### Cell classes on the final placement, run 1

Bar = 20 microns.
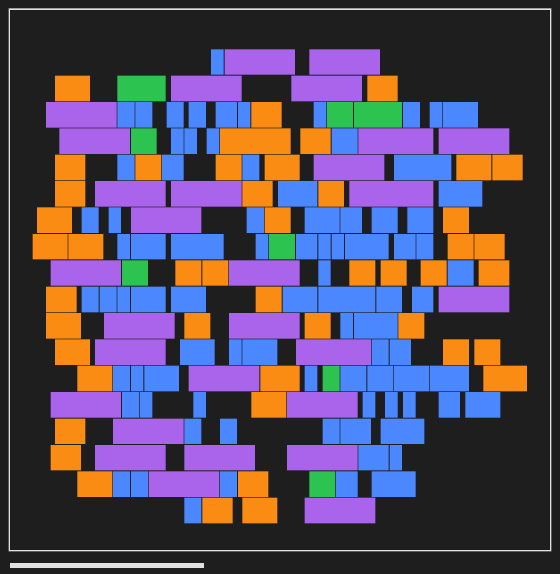
### Routed clock nets over the placement, run 1

Bar = 20 microns.
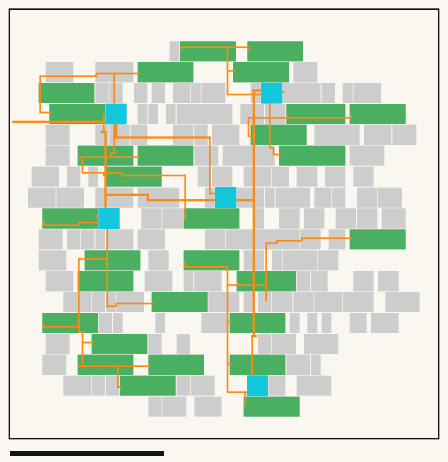
### Supply network, run 1

Bar = 20 microns. Pins as bars on the die edge.
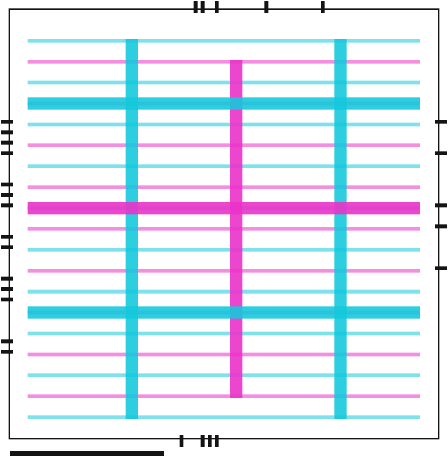
### Metal layers overlaid, run 1

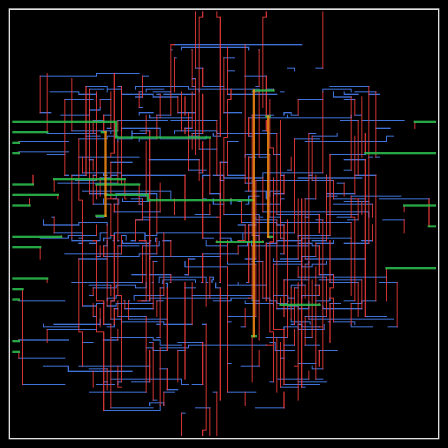
==> config.mk <==
export PLATFORM = sky130hd
export DESIGN_NAME = i2c_shift_engine
export DESIGN_NICKNAME = d
export VERILOG_FILES = /design/src/rtl/i2c_shift_engine.sv
export SDC_FILE = /design/constraint.sdc
export NUM_CORES = 1
export LEC_CHECK = 0
export ABC_CLOCK_PERIOD_IN_PS = 1500
export CAP_MARGIN = 20
export CORE_MARGIN = 2
export CORE_UTILIZATION = 43
export DETAILED_ROUTE_END_ITERATION = 8
export PLACE_DENSITY = 0.74
export REMOVE_ABC_BUFFERS = 1
export SYNTH_ARGS = -nofsm -noshare
export SYNTH_HDL_FRONTEND = slang
export SYNTH_SLANG_ARGS = --single-unit
export TNS_END_PERCENT = 100
==> constraint.sdc <==
create_clock -name clk -period 1.5 [get_ports clk]
set_input_delay 0.3 -clock clk [delete_from_list [all_inputs] [get_ports clk]]
set_output_delay 0.3 -clock clk [all_outputs]
set_load 0.02 [all_outputs]
==> impl_metrics.yaml, run 1 <==
# implementation run metrics
final_layout:
  layout_top_cell: "dfxtp_1"
  buffer_area_frac: 0.247
  largest_cell_class: "flip-flops and latches"
  n_all_buffers: 46
timing:
  setup_violations: 0
  fin_ws_ns: 0.0366
floorplanning:
  nWellTaps: 30
  fp-utilization: 0.459
  ios: 28
drt:
  met1Wirelength_microns: 1200
  maxUsedRoutingLayer: "met4"
  firstDrtPassIters: 4
critical_path:
  cp.arrival_ns: 1.67
  slowest_delay_ns: 0.33
  r2r_slack_ns: 0.04
power_and_ir_drop:
  powerSeq_uw: 818
  p_leak_nw: 0.752
synth:
  aoi_share: 0.227
  yosysTopAreaCell: "dfxtp_1"
  postSynthAreaPerCell_sq_um: 9.65
  ys_cells: 119
clocking:
  cts_max_level: 2
run:
  warnings: 26
  maxCapViolCount: 0
grt:
  grt.met2_usage: 0.328
worst_hold_path:
  hold_path_depth: 4
outcome:
  run_status: "finished, final reports clean"
Back to the opening pictures, 'Cell classes on the final placement':
[clock drivers and dummy loads] green | cells: 8
[all other logic] blue | cells: 85
[other buffers and delay cells] orange | cells: 46
[flip-flops] purple | cells: 29
FP Rows: 18
Layout Utilization: 0.671
sequential cell area share: 0.350

Back to the opening pictures, 'Routed clock nets over the placement':
[cells driving clock nets] cyan | count: 5
[flip-flops] green | count: 29
[clock wires] orange | length: 342 microns
routed clock nets: 6
Latency at later pin: 0.33 ns
Worst Clk Skew: 0.00373 ns

Back to the opening pictures, 'Supply network':
[VSS] cyan
[VDD] magenta
met1 rails: 19
met4 straps: 3
VDD IR max: 887 uV
Chip Height: 55.7 microns
core area: 2500 sq um
die width: 55.7 microns

Back to the opening pictures, 'Metal layers overlaid':
[met3] green | wire length: 134 microns
[met4] orange | wire length: 58.5 microns
[met2] red | wire length: 1450 microns
[met1] blue | wire length: 1200 microns
GRT Total Usage: 0.183
Total Wirelength: 2850 microns
drt wl/cell: 14.4 microns
vias: 1103

## run 1: worst max-delay path: cells and delay by family (launching register included)
| kind | cells | cell delay (ns) |
|---|---|---|
| simple gates | 2 | 0.43 |
| fa+ha+maj | 1 | 0.16 |
| flops | 1 | 0.33 |
| compound gates | 2 | 0.32 |
| buf+inv | 1 | 0.09 |
## run 1: cells by family after synthesis
| kind of cell | count (synthesis) |
|---|---|
| compound gates | 38 |
| simple gates | 36 |
| fa+ha+maj | 2 |
| flops | 29 |
| buf+inv | 9 |
| xor+xnor | 2 |
| mux | 3 |
## run 1: what timing repair did
action | CTS | global route
endpoints found under the setup margin | 21 | 10
gates resized | 17 | 10
pin swaps | 1 | 5
buffers inserted | 1 | 1
==> run 2: changes to the inputs <==
--- a/config.mk
+++ b/config.mk
@@ -9,8 +9,10 @@
 export CAP_MARGIN = 20
 export CORE_MARGIN = 2
 export CORE_UTILIZATION = 43
+export CTS_CLUSTER_SIZE = 20
 export DETAILED_ROUTE_END_ITERATION = 8
 export PLACE_DENSITY = 0.74
+export RECOVER_POWER = 100
 export REMOVE_ABC_BUFFERS = 1
 export SYNTH_ARGS = -nofsm -noshare
 export SYNTH_HDL_FRONTEND = slang
==> impl_metrics.yaml, run 2 <==
# implementation run metrics
synth:
  aoi_share: 0.227
  yosysTopAreaCell: "dfxtp_1"
  postSynthAreaPerCell_sq_um: 9.65
  ys_cells: 119
critical_path:
  path_depth: 6
  slowest_delay_ns: 0.33
  cp.arrival_ns: 1.67
  cp_top_family: "simple AND/OR/NAND/NOR gates"
  crit_buf_inv: 1
timing:
  skew_ns: 0.00373
  fin_ws_ns: 0.0358
outcome:
  run_status: "finished, final reports clean"
clocking:
  clk_latency_ns: 0.33
  cts_max_level: 2
  cts_setup_buffers: 1
  cts-resized-gates: 17
power_and_ir_drop:
  ir_drop_uv: 887
drt:
  vias: 1105
run:
  maxCapViolCount: 0
  warnings: 26
floorplanning:
  core-area_sq_um: 2500
  dieHeight_microns: 55.7
  row_count: 18
grt:
  grt_util_all_layers: 0.183
final_layout:
  layout_top_cell: "dfxtp_1"
-- run 2: cell types whose count changed in the layout (fill, tap and decap cells not counted) --
cell             previous run  this run
clkdlybuf4s50_1            12        11
dlygate4sd3_1               0         1
buf_4                      17        16
clkbuf_2                    0         1
-- run 2: layout make-up --
class | instances | area [sq um] | area share
Tap cell | 30 | 37.5 | 0.0224
Timing Repair Buffer | 46 | 412 | 0.246
Clock inverter | 1 | 5.00 | 0.00299
Sequential cell | 29 | 587 | 0.350
Clock buffer | 7 | 65.1 | 0.0388
Inverter | 4 | 15.0 | 0.00896
Multi-Input combinational cell | 81 | 554 | 0.331
-- run 2: per-layer routing --
layer  wire, microns  track usage  vias to the layer above
li1                -            -                      534
met1            1200        0.198                      526
met2            1450        0.328                       37
met3             135       0.0442                        8
met4              58       0.0941                        0
met5               0            0                        -
### Routed clock nets over the placement, run 2

Bar = 20 microns.
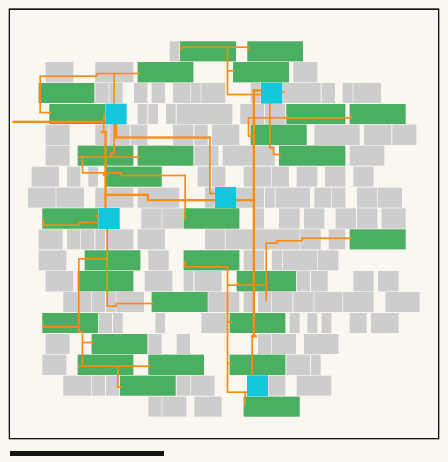
[clock wires] orange | length: 342 microns
[cells driving clock nets] cyan | count: 5
[flip-flops] green | count: 29
routed clock nets: 6
clock share of power: 0.339
clk pwr: 539 uW

Power and IR drop assume default switching activity.
